===== config.mk =====
export PLATFORM = sky130hd
export DESIGN_NAME = sram_port_arbiter
export DESIGN_NICKNAME = d
export VERILOG_FILES = /design/src/rtl/sram_port_arbiter.sv
export SDC_FILE = /design/constraint.sdc
export NUM_CORES = 1
export LEC_CHECK = 0
export ABC_CLOCK_PERIOD_IN_PS = 3500
export CAP_MARGIN = 20
export CORE_AREA = 5 5 103 105
export CTS_BUF_LIST = sky130_fd_sc_hd__clkbuf_8
export DETAILED_ROUTE_END_ITERATION = 8
export DIE_AREA = 0 0 108 110
export PLACE_DENSITY = 0.72
export REMOVE_ABC_BUFFERS = 1
export SLEW_MARGIN = 40
export SYNTH_ARGS = -nofsm -noshare
export SYNTH_HDL_FRONTEND = slang
export SYNTH_SLANG_ARGS = --single-unit

===== constraint.sdc =====
create_clock -name clk -period 3.5 [get_ports clk]
set_clock_uncertainty 0.05 [all_clocks]
set_input_delay 0.7 -clock clk [delete_from_list [all_inputs] [get_ports clk]]
set_output_delay 0.7 -clock clk [all_outputs]
set_load 0.01 [all_outputs]

===== src/rtl/sram_port_arbiter.sv =====
// Arbitrates one single-port synchronous SRAM between instruction fetch and load/store.
// Data wins by default; a streak counter forces a fetch grant after STARVE_LIMIT data wins.
module sram_port_arbiter #(
    parameter int STARVE_LIMIT = 4,
    parameter int ADDR_W       = 32
) (
    input  logic              clk,
    input  logic              reset,

    input  logic              inst_req,
    input  logic [ADDR_W-1:0] inst_addr,
    output logic              inst_gnt,
    output logic              inst_rvalid,
    output logic [31:0]       inst_rdata,

    input  logic              data_req,
    input  logic [3:0]        data_wen,
    input  logic [ADDR_W-1:0] data_addr,
    input  logic [31:0]       data_wdata,
    output logic              data_gnt,
    output logic              data_rvalid,
    output logic [31:0]       data_rdata,

    output logic              sram_en,
    output logic [3:0]        sram_wen,
    output logic [ADDR_W-1:0] sram_addr,
    output logic [31:0]       sram_wdata,
    input  logic [31:0]       sram_rdata
);

    typedef enum logic {
        OWN_INST = 1'b0,
        OWN_DATA = 1'b1
    } owner_e;

    localparam logic [3:0] LIMIT = STARVE_LIMIT[3:0];

    logic [3:0] streak_q, streak_d;
    logic       rd_pend_q, rd_pend_d;
    owner_e     rd_owner_q, rd_owner_d;
    logic       data_wins;

    // Data wins unless fetch is waiting and has already been passed over LIMIT times.
    assign data_wins = data_req && (!inst_req || (streak_q < LIMIT));
    assign data_gnt  = !reset && data_wins;
    assign inst_gnt  = !reset && inst_req && !data_wins;

    always_comb begin
        sram_en    = 1'b0;
        sram_wen   = 4'b0000;
        sram_addr  = '0;
        sram_wdata = 32'h0;
        if (data_gnt) begin
            sram_en    = 1'b1;
            sram_wen   = data_wen;
            sram_addr  = data_addr;
            sram_wdata = data_wdata;
        end else if (inst_gnt) begin
            sram_en    = 1'b1;
            sram_addr  = inst_addr;
        end
    end

    always_comb begin
        streak_d = 4'd0;
        if (data_gnt && inst_req) begin
            streak_d = (streak_q == LIMIT) ? LIMIT : streak_q + 4'd1;
        end
    end

    always_comb begin
        rd_pend_d  = inst_gnt || (data_gnt && (data_wen == 4'b0000));
        rd_owner_d = rd_owner_q;
        if (data_gnt && (data_wen == 4'b0000)) begin
            rd_owner_d = OWN_DATA;
        end else if (inst_gnt) begin
            rd_owner_d = OWN_INST;
        end
    end

    always_ff @(posedge clk or posedge reset) begin
        if (reset) begin
            streak_q   <= 4'd0;
            rd_pend_q  <= 1'b0;
            rd_owner_q <= OWN_INST;
        end else begin
            streak_q   <= streak_d;
            rd_pend_q  <= rd_pend_d;
            rd_owner_q <= rd_owner_d;
        end
    end

    // The SRAM returns read data one cycle after the enabled read; steer it by owner.
    assign inst_rvalid = rd_pend_q && (rd_owner_q == OWN_INST);
    assign data_rvalid = rd_pend_q && (rd_owner_q == OWN_DATA);
    assign inst_rdata  = sram_rdata;
    assign data_rdata  = sram_rdata;

    a_one_gnt : assert property (@(posedge clk) disable iff (reset) !(inst_gnt && data_gnt));
    a_one_rvalid : assert property (@(posedge clk) disable iff (reset) !(inst_rvalid && data_rvalid));

endmodule

==> impl_metrics.ini, run 1 <==
; implementation run metrics
[min_path]
min-delay-start = streak_q[0]
hold_class = reg -> reg
whs_endpoint = streak_q[0]

[setup_path]
cp_slowest_cell = clkdlybuf4s50_1
r2r-end = rd_owner_q
cp_max_fo = 71
r2r_slack_ps = 2260
slowest_delay_ps = 580
worstPathCellList = clkdlybuf4s50_1 -> and3_2 -> buf_12 -> a22o_1 -> clkdlybuf4s50_1
crit_required_ps = 2750
cp_num_buf_inv = 3
endpoint = sram_addr[12]

[synth]
synth-simple-area-share_pct = 20.8
topCombFamilyByArea = buffers and inverters
ys_types = 20
netlist.area_leader.share_pct = 36.7
ys_sh_adder_pct = 1.82
ys_area_um2 = 1370
yosysCellCount = 174
mux_share_pct = 0
xor_share_pct = 0
synthArstFlopShare_pct = 100
avgSynthCellArea_um2 = 7.88
synth.most_common_cell = buf_4

[layout]
largest_register = streak_q
buffers_excl_clock = 179
n_all_inverters = 6
largest_class = non-clock buffers
syn_to_final_growth_pct = 105
stdcell_count = 414
sh_comb_area_pct = 22.2
flop_area_um2 = 150
clkCellAreaFrac_pct = 1.47

[die]
dieArea_um2 = 11900
ios = 273
fp_util_pct = 14.4
die_height_um = 110

[power_and_ir_drop]
p_comb_share_pct = 62.8
ir_drop_mv = 0.0593
p_seq_share_pct = 15.5
powerDensity_nw_per_um2 = 168
power_w = 0.000474
pg_clk_w = 0.000103

[route]
drt-met1-wl_um = 3180
wl_um = 9930
first_pass_iters = 3
routed-wl-met3_um = 2080
ant_nets = 0
drt_iter0_markers = 32

[grt]
grt-ovfl-total = 0
grtUsageTotal_pct = 15.2
use_met1_pct = 15.1
grt_max_degree = 72
antenna_found_initial = 0
grt-busiest-layer = met2

[clock_network]
tritoncts = built
cts-root-buf = clkbuf_8
post_cts_buffers = 0

[sta]
tns_ps = 0
rsz0062_at_grt = false
setup_viol = 0
min_period_ps = 3320

[placement]
hpwl_um = 8960

[status]
status = complete, no violations
-- run 1: cell families (layout without fill, tap and decap cells) --
logic type / after synthesis / in the layout
compound gates: 36 / 36
simple gates: 48 / 48
flops: 6 / 6
other cells: 1 / 1
fa+ha+maj: 2 / 2
buf+inv: 81 / 188
-- run 1: placed cells by master, fill, tap and decap left out --
master           instances
nor2b_1                  1
and3_2                   1
dfrtp_1                  6
nand2b_1                 1
nand4_1                  1
ha_1                     2
a22o_1                  32
nor2_1                   6
o2bb2ai_1                1
buf_12                   2
a21oi_2                  1
conb_1                   1
buf_4                    1
o21ai_1                  1
nor4_1                   1
a21o_1                   1
clkbuf_8                 3
and2_1                  37
clkdlybuf4s50_1        176
inv_1                    6
==> run_1/port_nets.png <==
Scale: 4 px per um.
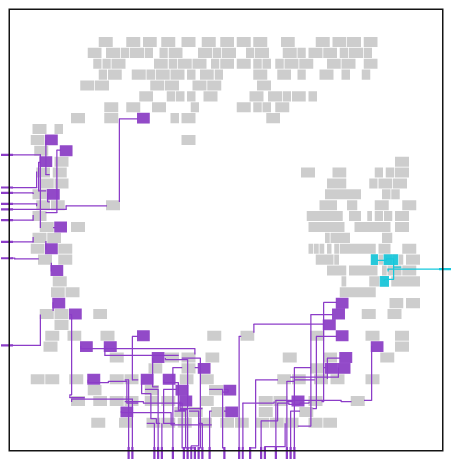
| color | port | bits | direction | end cells | buffers | wire |
|---|---|---|---|---|---|---|
| cyan | `inst_req` | 1 | input | 4 | 1 | 27.8 um |
| purple | `inst_addr` | 32 | input | 32 | 32 | 973 um |

==> run_1/cell_classes.png <==
Scale: 2 px per um.
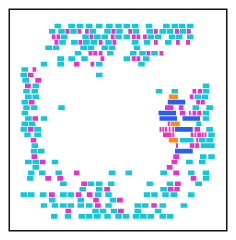
| color | class | cells |
|---|---|---|
| orange | cells driving clock nets | 3 |
| cyan | other buffers and delay cells | 179 |
| blue | flip-flops | 6 |
| magenta | all other logic | 93 |
Finished Cell Area: 2820 um^2
Core ar.: 9550 um^2
fraction of area in registers: 5.33%
Final Util: 29.5%

==> run_1/final_placement.png <==
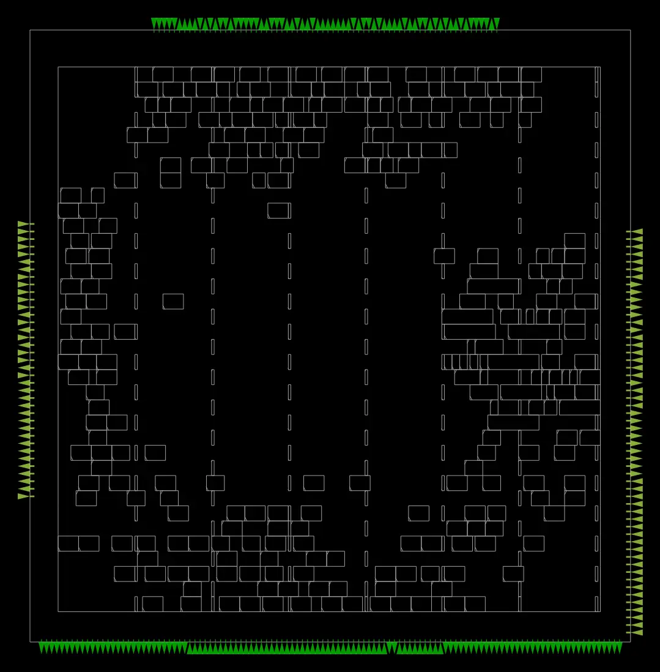
flip-flops: 6
Fillers: 1,042

--- run 2 (diff from run 1) ---
SLEW_MARGIN = 10   (was 40)
==> impl_metrics.ini, run 2 <==
; implementation run metrics
[synth]
ys_sh_adder_pct = 1.82
netlist.area_leader.share_pct = 36.7
yosysCellCount = 174
aoi_share_pct = 22.6
numSynthFlops = 6
ys_area_um2 = 1370
ys_types = 20
synthTopCellsByArea = buf_4, a22o_1, and2_1
topCombFamilyByArea = buffers and inverters
xor_share_pct = 0
netlist_area_um2 = 1370
ys_seq_share_pct = 10.9
syn_inst = 174
mux_share_pct = 0
synthArstFlopShare_pct = 100
ys_warn_count = 0
avgSynthCellArea_um2 = 7.88
synth-simple-area-share_pct = 20.8
yosysTopAreaCell = buf_4
synth.most_common_cell = buf_4

[layout]
final_area_um2 = 2820
flop_area_um2 = 150
largest_reg_flops = 4
stdcell_count = 414
drive_above_1_share_pct = 2.85
lay_top_count = clkdlybuf4s50_1
mostFrequentLayoutCells = clkdlybuf4s50_1, and2_1, a22o_1
nFillCells = 1042
syn_to_final_growth_pct = 105
largest_register = streak_q
top_regs = streak_q x4, rd_owner_q x1, rd_pend_q x1

[power_and_ir_drop]
p_seq_w = 0.0000733
powerDensity_nw_per_um2 = 168
power_leader = combinational logic
ir_drop_mv = 0.0593
switching_share_pct = 26.8
power_w = 0.000474
p_seq_share_pct = 15.5
switchingPower_w = 0.000127
p_comb_share_pct = 62.8

[clock_network]
htree_levels = 1
tritoncts = built
clock_sink_count = 6
cts-root-buf = clkbuf_8
post_cts_buffers = 0
cts_max_path_buffers = 2
postCtsHoldBufs = 0
cts.clk_slew.worst_paths_ps = 40
cts.repair.resized = 0

[setup_path]
slowest_delay_ps = 580
cp_slowest_cell = clkdlybuf4s50_1
cp_max_fo = 71
cp.depth = 5
worstPathCellList = clkdlybuf4s50_1 -> and3_2 -> buf_12 -> a22o_1 -> clkdlybuf4s50_1
r2r_slack_ps = 2260
cp_num_buf_inv = 3
reg2regPathDepth = 4
crit_required_ps = 2750
critPathMostFrequentCell = clkdlybuf4s50_1
worstSetupPathType = in -> out
cp_data_arrival_time_ps = 2570
endpoint = sram_addr[12]
r2r_start = streak_q[3]
r2r-end = rd_owner_q
start_kind = primary input

[route]
drt_iter0_markers = 32
post_drt_wl_per_cell_um = 24.0
ant_nets = 0
drc = 0
first_pass_iters = 3
wl_um = 9930

[min_path]
min-delay-start = streak_q[0]
whs_endpoint = streak_q[0]
hold_class = reg -> reg

[placement]
pre_cts_slack_ps = 203
place_area_um2 = 2770
hpwl_um = 8960
gp_congestion = 0.839

[grt]
grtUsageTotal_pct = 15.2
antenna_found_initial = 0
grt_max_degree = 72
grt-busiest-layer = met2
use_met2_pct = 23.8
grt_first_pass_wirelength_um = 12800
grt-ovfl-total = 0
use_met1_pct = 15.1

[job]
warning_count = 27

[sta]
tns_ps = 0
hold_violations = 0
min_period_ps = 3320
setup_viol = 0
min_period_over_period_pct = 94.9
slew_viol_final = 0
rsz0062_at_grt = false
fmax_ghz = 0.301

[die]
dieArea_um2 = 11900
fp_util_pct = 14.4
fp.coreArea_um2 = 9550
num_rows = 36
die_height_um = 110

[status]
status = complete, no violations
[run 2: per-layer routing]
layer	vias up	routed length, um
met5	-	72
met4	2	7
met3	6	2080
met2	149	4590
met1	736	3180
li1	727	-
[run 2: per-stage QoR]
stage          hold WS [ps]  utilization [%]
6_report                418             29.5
5_1_grt                 446             29.5
4_1_cts                 419             29.5
3_5_place_dp            415             29.0
3_3_place_gp            396             29.0
2_1_floorplan           382                -
[run 2: cell type report]
| type | instances | share of cell area, % |
|---|---|---|
| Clock buffer | 3 | 1.47 |
| Inverter | 6 | 0.800 |
| Sequential cell | 6 | 5.33 |
| Tap cell | 133 | 5.91 |
| Timing Repair Buffer | 179 | 64.3 |
| Multi-Input combinational cell | 87 | 22.2 |
==> run_2/port_nets.png <==
Scale: 4 px per um.
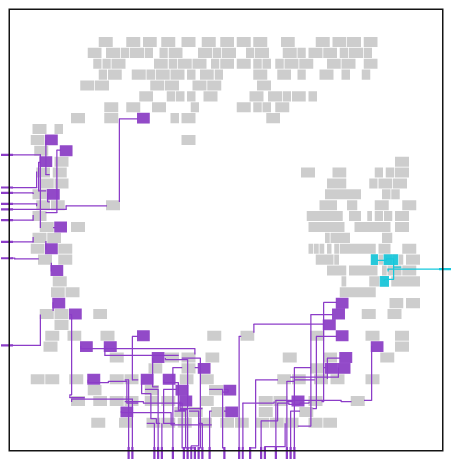
| color | port | bits | direction | end cells | buffers | wire |
|---|---|---|---|---|---|---|
| cyan | `inst_req` | 1 | input | 4 | 1 | 27.8 um |
| purple | `inst_addr` | 32 | input | 32 | 32 | 973 um |
Boundary Pins: 273
# port buffers: 176

==> run_2/clock_map.png <==
Scale: 2 px per um.
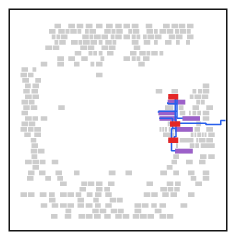
[purple] flip-flops | count: 6
[blue] clock wires | length: 118 um
[red] cells driving clock nets | count: 3
routed clock nets: 4
flops lie: east
clock power share: 21.7%
Clock net power: 0.000103 W
worst-skew pair later-pin latency: 220 ps

==> run_2/met2.png <==
Scale: 4 px per um.
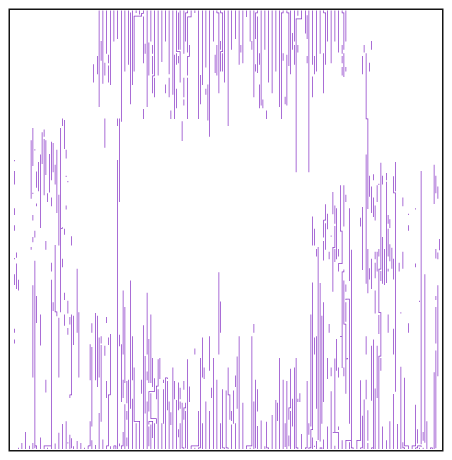
longest straight run: 72.1 um
share of all routed wire: 46%
main direction: vertical

--- run 3 (diff from run 2) ---
ABC_CLOCK_PERIOD_IN_PS = 3800   (was 3500)
CORE_AREA = 5 5 102 104   (was 5 5 103 105)
DIE_AREA = 0 0 107 109   (was 0 0 108 110)
GPL_TIMING_DRIVEN = 0   (was unset)
PLACE_DENSITY = 0.73   (was 0.72)
clock period = 3.8 ns   (was 3.5 ns; I/O delays follow)
==> impl_metrics.ini, run 3 <==
; implementation run metrics
[status]
status = complete, no violations

[layout]
drive_above_1_share_pct = 2.85
final_area_um2 = 2810
nets = 421
nFillCells = 1018
top_regs = streak_q x4, rd_owner_q x1, rd_pend_q x1
largest_reg_flops = 4
mostFrequentLayoutCells = clkdlybuf4s50_1, and2_1, a22o_1
logic_area_um2 = 644
flop_area_um2 = 150
syn_to_final_growth_pct = 105
largest_register = streak_q
lay_top_count = clkdlybuf4s50_1
stdcell_count = 395

[route]
drt-vias-per-instance = 4.12
post_drt_wl_per_cell_um = 25.5
wl_um = 10100
vias = 1626
drt_iter0_markers = 51
drc = 0
highest_layer = met5
ant_nets = 0
first_pass_iters = 4
drt-met1-wl_um = 3370
wl_met2_um = 4620
routed-wl-met3_um = 1940

[synth]
ys_area_um2 = 1370
yosysTopAreaCell = buf_4
xor_share_pct = 0
ys_warn_count = 0
netlist.area_leader.share_pct = 36.7
synth-main-ff-cell = dfrtp_1
topCombFamilyByArea = buffers and inverters
ys_sh_adder_pct = 1.82
mux_share_pct = 0
synth-simple-area-share_pct = 20.8
netlist_area_um2 = 1370
ys_seq_share_pct = 10.9
numSynthFlops = 6
syn_inst = 174
synthArstFlopShare_pct = 100
avgSynthCellArea_um2 = 7.88
aoi_share_pct = 22.6
synthTopCellsByArea = buf_4, a22o_1, and2_1
synth.most_common_cell = buf_4
edf_count = 0
yosysCellCount = 174
ys_types = 20

[grt]
antenna_found_initial = 0
grt_first_pass_wirelength_um = 12600
grt-ovfl-total = 0
use_met1_pct = 15.0
use_met2_pct = 23.7
grtUsageTotal_pct = 15.4
grt_max_degree = 49
grt-busiest-layer = met2

[setup_path]
r2r-end = rd_owner_q
start_kind = primary input
cp_max_fo = 48
cp_data_arrival_time_ps = 2840
crit_required_ps = 2990
endpoint = sram_addr[22]
critPathCaptureType = output pin
reg2regPathDepth = 4
worstSetupPathType = in -> out
critPathLaunch = reset
r2r_start = streak_q[3]
r2r_slack_ps = 2340

[clock_network]
tritoncts = built
cts-root-buf = clkbuf_8
postCtsHoldBufs = 0
clock_sink_count = 6
cts_max_path_buffers = 2
post_cts_buffers = 0
htree_levels = 1
clock.latency.late_pin_ps = 220
cts.clk_slew.worst_paths_ps = 40

[placement]
gp_congestion = 0.806
place_area_um2 = 2760
io_buffers = 176
pre_cts_slack_ps = -42.7
hpwl_um = 9080

[die]
ios = 273
fp_util_pct = 14.5
die_height_um = 109
die_x_um = 107
dieArea_um2 = 11700

[sta]
min_period_over_period_pct = 96.1
slew_viol_final = 0
timing.hold.ws_ps = 424
hold_violations = 0
setup_ws_ps = 149
rsz0062_at_grt = false
tns_ps = 0
min_period_ps = 3650
fmax_ghz = 0.274
setup_viol = 0

[min_path]
hold_depth = 1
whs_endpoint = streak_q[0]
hold_class = reg -> reg
min-delay-start = streak_q[0]

[power_and_ir_drop]
ir_drop_mv = 0.0827
p_leak_nw = 1.08
powerDensity_nw_per_um2 = 156
power_w = 0.000439

[job]
drv_cap = 0
warning_count = 27
==> run 3: where the power goes <==
group | internal (W) | leakage (nW) | switching (W)
clock network | 0.0000680 | 0.0216 | 0.0000264
logic | 0.000186 | 0.975 | 0.0000910
registers | 0.0000664 | 0.0802 | 0.00000119
total | 0.000320 | 1.08 | 0.000119
==> run 3: final cells by class <==
cell class,count,share of cell area (%)
Tap cell,114,5.08
Multi-Input combinational cell,88,22.9
Clock buffer,3,1.47
Inverter,6,0.801
Sequential cell,6,5.34
Timing Repair Buffer,178,64.4
==> run 3: critical path, cell delays in order <==
cell and delay, ps:
clkdlybuf4s50_1 450, inv_1 290, and3_4 370, buf_12 210
a22o_1 180, clkdlybuf4s50_1 560
==> run 3: repair_timing <==
action,CTS,global route
endpoints found under the setup margin,23,11
resized,1,0
gates cloned,0,1
pin swaps,0,1
==> run_3/clock_map.png <==
Scale: 2 px per um.
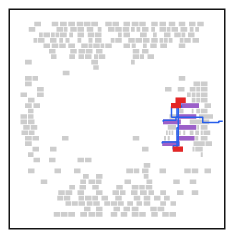
[purple] flip-flops | count: 6
[red] cells driving clock nets | count: 3
[blue] clock wires | length: 108 um
flops lie: east
routed clock nets: 4
clock power share: 21.5%
Clock net power: 0.0000944 W

==> run_3/final_placement.png <==
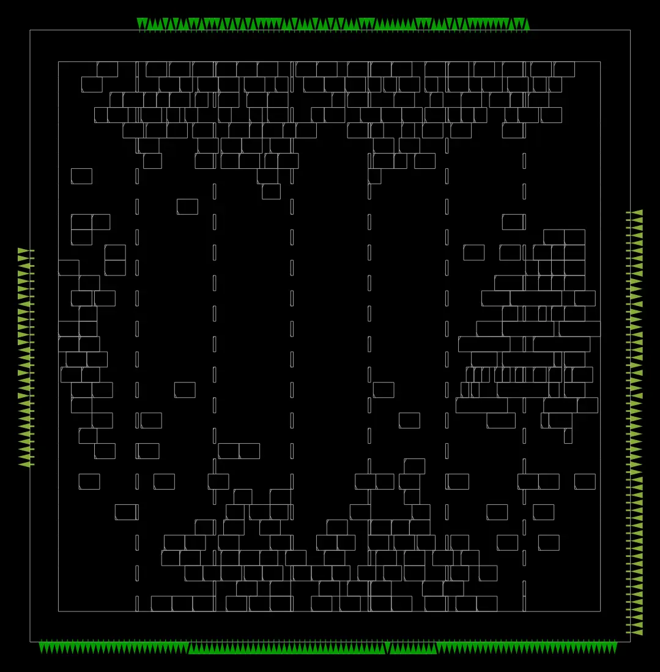
Final Util: 29.7%
fraction of area in registers: 5.34%
Tapcells: 114
Core ar.: 9460 um^2
Rows: 36

==> run_3/cell_classes.png <==
Scale: 2 px per um.
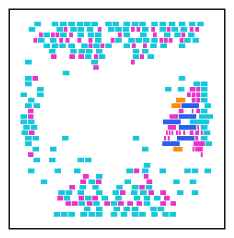
| color | class | cells |
|---|---|---|
| orange | cells driving clock nets | 3 |
| cyan | other buffers and delay cells | 178 |
| magenta | all other logic | 94 |
| blue | flip-flops | 6 |

Power figures rest on the tool's default switching activity, not on a simulated workload.
